==> images/flops_by_reg.png <==
Scale: 2 px per µm.
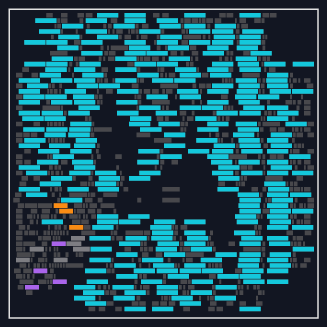
==> images/layer_met3.png <==
Scale: 3 px per µm.
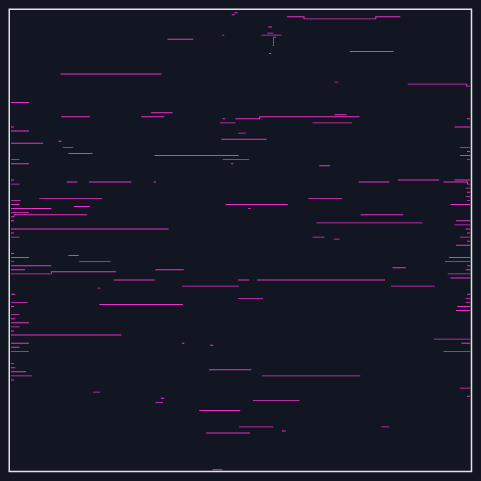
==> images/clocks.png <==
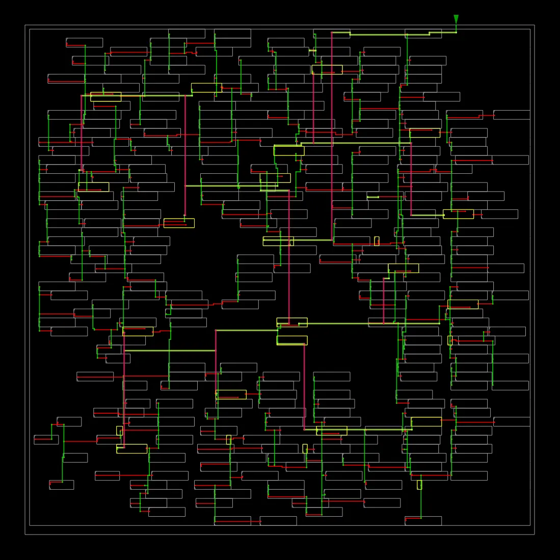
==> images/metal_density.png <==
Scale: 2 px per µm. 31 x 31 tiles, from black (low) to pale yellow (high), scaled to the fullest tile. Values are wire area over tile area, all layers added.
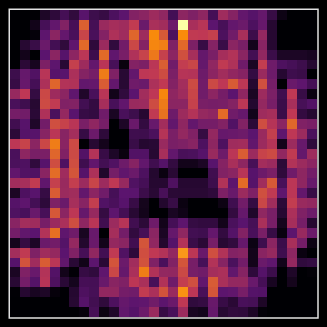
**config.mk**
```make
export PLATFORM = sky130hd
export DESIGN_NAME = ext_ar_fifo_ipa
export DESIGN_NICKNAME = d
export VERILOG_FILES = /design/src/rtl/ext_ipa_pkg.sv /design/src/rtl/ext_fifo_mem_ipa.sv /design/src/rtl/ext_ar_fifo_ipa.sv
export SDC_FILE = /design/constraint.sdc
export NUM_CORES = 1
export LEC_CHECK = 0
export ABC_AREA = 1
export CAP_MARGIN = 20
export CORE_UTILIZATION = 49
export CTS_CLUSTER_DIAMETER = 200
export CTS_CLUSTER_SIZE = 20
export DETAILED_ROUTE_END_ITERATION = 7
export PLACE_DENSITY = 0.74
export SYNTH_ARGS = -nofsm -noshare
export SYNTH_HDL_FRONTEND = slang
export SYNTH_SLANG_ARGS = --single-unit
```
**constraint.sdc**
```tcl
create_clock -name clk_i -period 5.1 [get_ports clk_i]
set_input_delay 1.275 -clock clk_i [delete_from_list [all_inputs] [get_ports clk_i]]
set_output_delay 1.275 -clock clk_i [all_outputs]
set_load 0.01 [all_outputs]
```
**src/rtl/ext_ipa_pkg.sv**
```systemverilog
// ext_ipa_pkg: shared AR field widths, burst encoding and pointer sizing for the external-unit AR buffer
package ext_ipa_pkg;
  localparam int AR_FIXED_W = 29;
  typedef enum logic [1:0] {
    BURST_FIXED = 2'b00,
    BURST_INCR  = 2'b01,
    BURST_WRAP  = 2'b10
  } axi_burst_e;
  function automatic int ptr_w(input int depth);
    return $clog2(depth) + 1;
  endfunction
endpackage

```
**src/rtl/ext_fifo_mem_ipa.sv**
```systemverilog
// ext_fifo_mem_ipa: DATA_WIDTH x DEPTH register array with one write port and an asynchronous read port
module ext_fifo_mem_ipa #(
  parameter int DATA_WIDTH = 8,
  parameter int DEPTH      = 4
) (
  input  logic                     clk_i,
  input  logic                     we,
  input  logic [$clog2(DEPTH)-1:0] waddr,
  input  logic [DATA_WIDTH-1:0]    wdata,
  input  logic [$clog2(DEPTH)-1:0] raddr,
  output logic [DATA_WIDTH-1:0]    rdata
);
  logic [DATA_WIDTH-1:0] mem [DEPTH];
  // storage is deliberately unreset; only valid entries are ever read out
  always_ff @(posedge clk_i) begin
    if (we) mem[waddr] <= wdata;
  end
  assign rdata = mem[raddr];
endmodule

```
**src/rtl/ext_ar_fifo_ipa.sv**
```systemverilog
// ext_ar_fifo_ipa: AXI4 AR buffer with outstanding-read limiter; EXT_AR_FIFO_IPA_FALLTHROUGH_EN enables empty-FIFO bypass
module ext_ar_fifo_ipa
  import ext_ipa_pkg::*;
#(
  parameter int ID_WIDTH   = 4,
  parameter int ADDR_WIDTH = 32,
  parameter int USER_WIDTH = 6,
  parameter int DEPTH      = 4,
  parameter int MAX_OUTST  = 8
) (
  input  logic                             clk_i,
  input  logic                             rst_ni,
  input  logic                             slave_valid_i,
  input  logic [ADDR_WIDTH-1:0]            slave_addr_i,
  input  logic [2:0]                       slave_prot_i,
  input  logic [3:0]                       slave_region_i,
  input  logic [7:0]                       slave_len_i,
  input  logic [2:0]                       slave_size_i,
  input  logic [1:0]                       slave_burst_i,
  input  logic                             slave_lock_i,
  input  logic [3:0]                       slave_cache_i,
  input  logic [3:0]                       slave_qos_i,
  input  logic [ID_WIDTH-1:0]              slave_id_i,
  input  logic [USER_WIDTH-1:0]            slave_user_i,
  output logic                             slave_ready_o,
  output logic                             master_valid_o,
  output logic [ADDR_WIDTH-1:0]            master_addr_o,
  output logic [2:0]                       master_prot_o,
  output logic [3:0]                       master_region_o,
  output logic [7:0]                       master_len_o,
  output logic [2:0]                       master_size_o,
  output logic [1:0]                       master_burst_o,
  output logic                             master_lock_o,
  output logic [3:0]                       master_cache_o,
  output logic [3:0]                       master_qos_o,
  output logic [ID_WIDTH-1:0]              master_id_o,
  output logic [USER_WIDTH-1:0]            master_user_o,
  input  logic                             master_ready_i,
  input  logic                             r_last_i,
  output logic [$clog2(DEPTH+1)-1:0]       fill_o,
  output logic [$clog2(MAX_OUTST+1)-1:0]   outst_o,
  output logic                             err_o
);
  localparam int PW = ptr_w(DEPTH);
  localparam int AW = PW - 1;
  localparam int CW = $clog2(MAX_OUTST + 1);
  localparam int DW = AR_FIXED_W + ADDR_WIDTH + USER_WIDTH + ID_WIDTH;
  logic [PW-1:0] wr_ptr, rd_ptr;
  logic [DW-1:0] s_data, rd_data, m_data;
  logic empty, full, issue_ok, bypass, hs, push, pop;
  assign s_data = {slave_cache_i, slave_prot_i, slave_lock_i, slave_burst_i, slave_size_i,
                   slave_len_i, slave_qos_i, slave_region_i, slave_addr_i, slave_user_i, slave_id_i};
  assign {master_cache_o, master_prot_o, master_lock_o, master_burst_o, master_size_o,
          master_len_o, master_qos_o, master_region_o, master_addr_o, master_user_o, master_id_o} = m_data;
  assign empty    = wr_ptr == rd_ptr;
  assign full     = (wr_ptr[AW-1:0] == rd_ptr[AW-1:0]) & (wr_ptr[AW] != rd_ptr[AW]);
  assign issue_ok = outst_o < CW'(MAX_OUTST);
`ifdef EXT_AR_FIFO_IPA_FALLTHROUGH_EN
  assign bypass = empty & issue_ok;
`else
  assign bypass = 1'b0;
`endif
  assign slave_ready_o  = rst_ni & !full;
  assign master_valid_o = rst_ni & (bypass ? slave_valid_i : !empty & issue_ok);
  assign m_data         = bypass ? s_data : rd_data;
  assign hs             = master_valid_o & master_ready_i;
  assign push           = slave_valid_i & slave_ready_o & !(bypass & master_ready_i);
  assign pop            = hs & !bypass;
  assign fill_o         = wr_ptr - rd_ptr;
  ext_fifo_mem_ipa #(.DATA_WIDTH(DW), .DEPTH(DEPTH)) u_mem (
    .clk_i (clk_i),
    .we    (push),
    .waddr (wr_ptr[AW-1:0]),
    .wdata (s_data),
    .raddr (rd_ptr[AW-1:0]),
    .rdata (rd_data)
  );
  // write/read pointers advance on accepted push and consumed pop
  always_ff @(posedge clk_i) begin
    if (!rst_ni) begin
      wr_ptr <= '0;
      rd_ptr <= '0;
    end else begin
      if (push) wr_ptr <= wr_ptr + 1'b1;
      if (pop) rd_ptr <= rd_ptr + 1'b1;
    end
  end
  // in-flight counter: issue adds, RLAST retires; a stray RLAST at zero latches the error
  always_ff @(posedge clk_i) begin
    if (!rst_ni) begin
      outst_o <= '0;
      err_o   <= 1'b0;
    end else begin
      outst_o <= (hs & !r_last_i) ? outst_o + 1'b1 :
                 (r_last_i & !hs & outst_o != '0) ? outst_o - 1'b1 : outst_o;
      err_o   <= err_o | (r_last_i & !hs & outst_o == '0);
    end
  end
endmodule

```
==> run_results.csv <==
group,metric,value,unit
finish,mostFrequentLayoutCell,"edfxtp_1",
finish,final_nets,1019,
finish,nClkBuffers,24,
floorplan,die_y,154,µm
clock_network,clk_pin_slew,0.08,ns
yosys,synth.avg_cell_area,14.3,µm²
pwr,p_sw_share,24.5,%
clock_network,clockBufferDepth,3,
floorplan,num_rows,55,
clock_network,htree_levels,1,
yosys,synthMuxAreaShare,0,%
routing,vias_per_cell,5.52,
finish,largest_class,"flip-flops and latches",
yosys,topCellsByArea,"edfxtp_1 76%, o21ai_0 6.3%, nor2_1 5.1%, o22ai_1 3.9%, dfxtp_1 2.3%",
routing,firstDrtPassIters,5,
yosys,ys_sh_xor,0.233,%
sta,finalHoldViolCount,0,
sta,setup_viol,0,
sta,rsz0062_at_grt,"false",
floorplan,die-area,23600,µm²
flow_run,drv_cap,0,
finish,diodes,0,
yosys,ys_ff,297,
clock_network,ctsResizeCount,0,
pwr,p_sw,1260,µW
setup_path,rr_endpoint,"outst_o[3]$_SDFFE_PN0P_",
yosys,synthCells,789,
pwr,powerDensity,375,nW/µm²
yosys,top_cell,"edfxtp_1",
yosys,yosysTopAreaCellShare,75.8,%
floorplan,fp.dieW,154,µm
yosys,async_reset_ff_share,0,%
finish,drive_gt1_share,5.44,%
clock_network,cts_hold_buf,0,
yosys,yosysChipArea,11300,µm²
grt,grt_pass1_wl,35.3,mm
setup_path,crit_path_top_delay_cell,"inv_4",
floorplan,tap_cells,285,
pwr,p_comb_share,18.1,%
finish,buffers,170,
setup_path,slowest_delay,0.61,ns
pwr,pwr-share-seq,54.7,%
sta,slew_headroom,47.3,%
grt,grt_pass1_vias,6700,
yosys,ys_sh_simple,6.87,%
finish,layout_top_cells,"284 x edfxtp_1, 156 x clkdlybuf4s50_1, 151 x nor2_1",
floorplan,initCoreUtil,49.9,%
min_path,hold_class,"flop to flop",
placed_design,routabilityCongestion,0.727,
finish,buffer_area_share,12.6,%
status,status,"completed",
grt,track_usage,19.2,%
placed_design,dpl.cell_count,1197,
routing,antenna_left,0,
clock_network,clkLatencyLatePin,0.49,ns
floorplan,core_area,22600,µm²
setup_path,end_kind,"output port",
yosys,netlist_top_cells_count,"284 x edfxtp_1, 154 x nor2_1, 142 x o21ai_0, 71 x o22ai_1, 33 x clkbuf_1",
yosys,synth_nets,876,
setup_path,cp.arrival,2.92,ns
yosys,synth_area,11300,µm²
pwr,finalPower,5120,µW
pwr,leakage,0.00450,µW
sta,fin_crit_sh,82.2,%
min_path,hold_path.startpoint,"err_o$_SDFF_PN0_",
yosys,ff_type,"edfxtp_1",
routing,drt_wl_total,22.4,mm
setup_path,reg2reg_from,"wr_ptr[0]$_SDFFE_PN0P_",
grt,overflow,0,
finish,final-clk-cell-share,3.66,%
pwr,p_clk_share,27.3,%
pwr,comb-power,925,µW
routing,routedWlPerCell,18.4,µm
yosys,yosysUniqueCellTypes,31,
sta,worst_slew_pin_slew,0.790,ns
yosys,ys_sh_aoi,10.9,%
yosys,edf_count,284,
pwr,seq_power,2800,µW
min_path,holdPathStages,2,
finish,num-nonclk-inverters,20,
finish,seqAreaFraction,64.4,%
setup_path,cp_max_fo,73,
finish,fill_cells,1719,
clock_network,tritoncts,"yes",
min_path,min_to,"err_o$_SDFF_PN0_",
routing,drt_iter0_drc,470,
yosys,ys_top_logic_family,"AND-OR/OR-AND gates",
setup_path,crit_path_start_kind,"flop",
finish,final-seq-area,8790,µm²
sta,hold_ws,0.468,ns
flow_run,tool_warnings,30,
routing,drc,0,
sta,max_freq,238,MHz
grt,grt_start_max_net_pins,74,
clock_network,clockRootBuffer,"clkbuf_16",
yosys,yosys_warnings,0,
placed_design,io_buffers,156,
finish,layout.comb_gates.multi_input,425,
sta,drv_slew,0,
sta,finalSetupTns,0,ns
floorplan,ios,157,
sta,skew,0.00688,ns
setup_path,crit_type,"flop to output port",
pwr,p_int,3870,µW
finish,nFlopsAndLatches,297,
grt,antenna_found_initial,0,
yosys,synthAdderAreaFrac,1.36,%
About flops_by_reg.png:
cyan -> `u_mem.mem`  # sequential cells 284, where widely spread
purple -> `outst_o`  # sequential cells 4, where lower left
orange -> `wr_ptr`  # sequential cells 3
not coloured = 6

About layer_met3.png:
nets with wire on the layer = 113
wire length on this layer = 1,110 µm
main direction = horizontal
share of all routed wire = 5.0%

About clocks.png:
clock sink total: 297
Clk. pwr: 1400 µW
Inserted Clock Buffers: 18

About metal_density.png:
densest ninth of the die = top centre
fullest tile = 0.54
tiles over half the peak = 12%
mean over tiles = 0.15

## routing by layer
layer  track usage [%]  up-vias  routed length [µm]
met5                 0        -                   0
met4              4.76        0                 452
met3              2.76       32                1110
met2              33.8      195               11200
met1              25.0     3305                9660
li1                  -     3213                   -
## worst max-delay path: cells and delay by family (launching register included)
family          cells  cell delay, ns
compound gates      2            0.32
buf+inv             3            1.56
flops               1            0.52
## per-stage QoR
stage                     setup slack (ns)  util [%]  area, µm²
after floorplan                      0.108         -      11300
after global placement               0.925      58.3      13200
after detailed placement             0.904      58.3      13200
after CTS                            0.861      60.5      13700
after global routing                 0.699      60.5      13700
final                                0.907      60.5      13700
## registers in the layout, summed over array words and instances, names as in the netlist, named ones only
name,cells
u_mem.mem,284
err_o,1
wr_ptr,3
rd_ptr,3
outst_o,4
Power is estimated from default activity; no workload was simulated.
